==> images/floorplan.png <==
Pins as bars on the die edge.
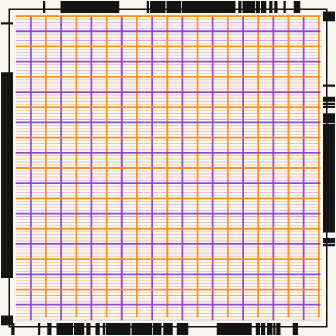
==> images/class_map.png <==
The bar under the picture is 100 um long.
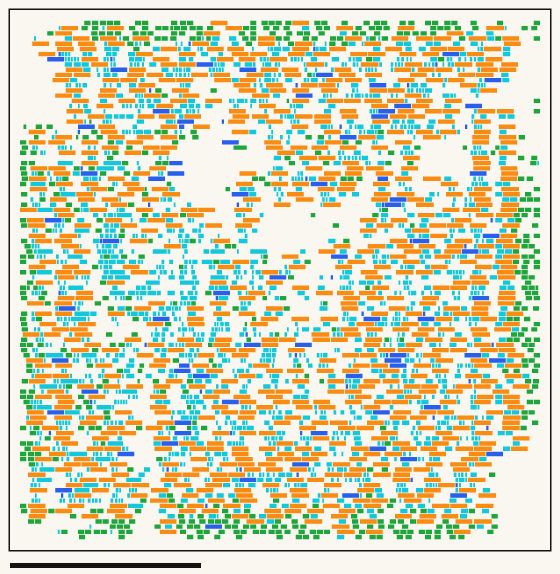
==> images/clock_wires.png <==
The bar under the picture is 100 um long.
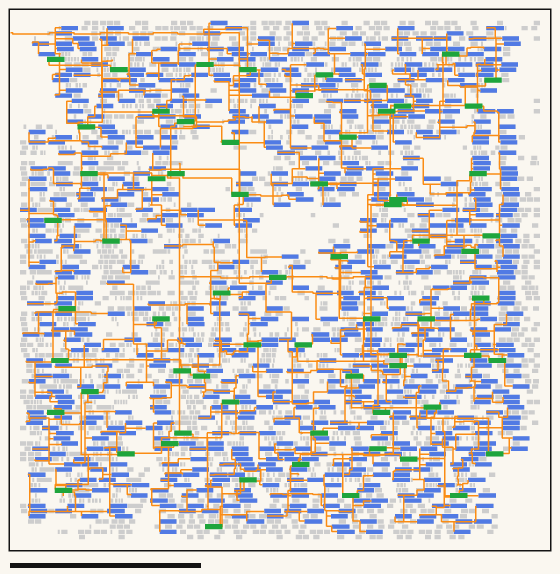
Design video_cr_bank, sky130hd; sources not shown.
==> results_dict.tcl <==
# metrics dict for downstream scripts
set metrics [dict create \
    initCoreUtil_pct 45.2 \
    worst_slack_ns 16.44 \
    regArea_um2 20200 \
    postSynthSeqShare_pct 60.2 \
    antenna_found_initial 13 \
    drive_above_1_share_pct 21.4 \
    buffer_area_share_pct 13.4 \
    use_met1_pct 38.8 \
    pwr-share-comb_pct 6.2 \
    maxSlewViolCount 646 \
    nNetsFinal 3312 \
    ys_area_um2 33500 \
    fmax_mhz 72.7 \
    n_sequential_cell 798 \
    r2r_setup_slack_ns 16.44 \
    largest_reg_flops 300 \
    grt_max_degree 203 \
    logic_gates 1785 \
    worst_setup_path_end_kind "async pin" \
    via_per_inst 5.90 \
    timing.hold.ws_ns 0.357 \
    cp_num_buf_inv 2 \
    comb_area_um2 12300 \
    synthesis.area_um2 33500 \
    io_pins 530 \
    root_buffer "clkbuf_16" \
    seqPwrFrac_pct 53.4 \
    tns_ns 0 \
    outcome "complete, but fails checks" \
    numCtsBuffers 66 \
    ant_nets 0 \
    nFillCells 6323 \
    comb_share_pct 29.8 \
    relSlewSlack_pct -529 \
    start_kind "register" \
    cts_buffer_depth 3 \
    synth.largest_area_cell "dfrtp_1" \
    worstPathCellList "clkbuf_1 -> clkbuf_1" \
    crit_path_frequent_cell "clkbuf_1" \
    ys_sh_xor_pct 0.392 \
    grt.busiest_layer "met2" \
    top_area_share_pct 47.3 \
    reg2reg_depth 2 \
    htree_levels 3 \
    cp.arrival_ns 12.12 \
    warning_count 38 \
    m1WireLength_mm 47.4 \
    final_hold_viol_count 0 \
    hold_depth 0 \
    cts_resized 0 \
    drt-wirelength-per-cell_um 27.8 \
    cp.required_ns 28.56 \
    yosysWarnings 0 \
    simple_gate_area_share_pct 8.62 \
    grt_usage_pct 29.1 \
    yosys_cells 2833 \
    ys_types 85 \
    lay_top_count "dfrtp_1" \
    post-dp-hpwl_mm 82.7 \
    dpl_cell_area_um2 39400 \
    lay_top_cells "dfrtp_1 (634), clkdlybuf4s50_1 (515), nand2_1 (474)" \
    post_cts_buffers 0 \
    nNonClkInverters 33 \
    fin_crit_sh_pct 45.6 \
    largest_cell_class "registers" \
    ys.flop_type "dfrtp_1" \
    wl_mm 119 \
    maxCapViolations 9 \
    syn_to_final_growth_pct 23.3 \
    tightest_slew_ns 9.44 \
    holdBufCountCts 0 \
    aoi_share_pct 13.0 \
    seq-power_w 0.00110 \
    yosysMostFrequentCell "dfrtp_1" \
    net-switching-power_w 0.000495 \
    clk_pin_slew_ns 0.06 \
    synthCells 2833 \
    grt_pass1_vias 25400 \
    synth-edff-count 0 \
    slowest_delay_ns 6.78 \
    cts.sinks 798 \
    dp_cells 4154 \
    remaining_drc_errors 0 \
    swShare_pct 24.1 \
    ys_ff 798 \
    vias 25200 \
    critical_path_class "reg -> async" \
    grt_overflow 0 \
    fin_util_pct 55.7 \
    dieArea_um2 80000 \
    rsz0062_at_grt "false" \
    io_buffers 521 \
    common_cells "dfrtp_1 (634), nand2_1 (480), mux2_2 (343), o21ai_0 (293), dfstp_2 (164)" \
    antenna_cells 2 \
    crit_slowest_cell "clkbuf_1" \
    cp_max_fo 182 \
    hold_path.class "reg -> reg" \
    wl_met2_mm 56.4 \
    clock_area_share_pct 4.75 \
    use_met3_pct 7.77 \
    clkbuf_count 116 \
    drt_iter0_drc 2499 \
    cts_tree "built" \
    power.leakage_nw 17.6 \
    setup_viol 0 \
    synth.avg_cell_area_um2 11.8 \
    violations "capacitance limit, slew limit" \
    grt_first_pass_wirelength_mm 173 \
    topCombFamilyByArea "multiplexers" \
    p_int_w 0.00156 \
    wl_met3_mm 10.6 \
    total_power_w 0.00205 \
]
-- floorplan.png (at the start) --
| net | colour |
|---|---|
| VDD | orange |
| VSS | purple |
rows: 100
signal pins: 530
met1 rails: 101
Core ar.: 74200 um2
Die W: 283 um
Die Ht: 283 um
Max VDD drop: 38.3 uV

-- class_map.png (at the start) --
| class | colour | cells |
|---|---|---|
| remaining logic cells | cyan | 1818 |
| remaining buffers and delay cells | green | 569 |
| registers | orange | 798 |
| clock drivers and dummy loads | blue | 120 |
fraction of area in registers: 48.8%
Std-Cell Rows: 100
design area: 41300 um2

-- clock_wires.png (at the start) --
[flip-flops] blue | count: 798
[clock-net drivers] green | count: 66
[clock wires] orange | length: 9620 um
routed clock nets: 67
clk latency late pin: 0.63 ns
worst clock skew: 0.0339 ns
Clock power frac: 40.4%
Clock net power: 0.000829 W

No activity file was given, so power comes from the tool's default toggle rates.
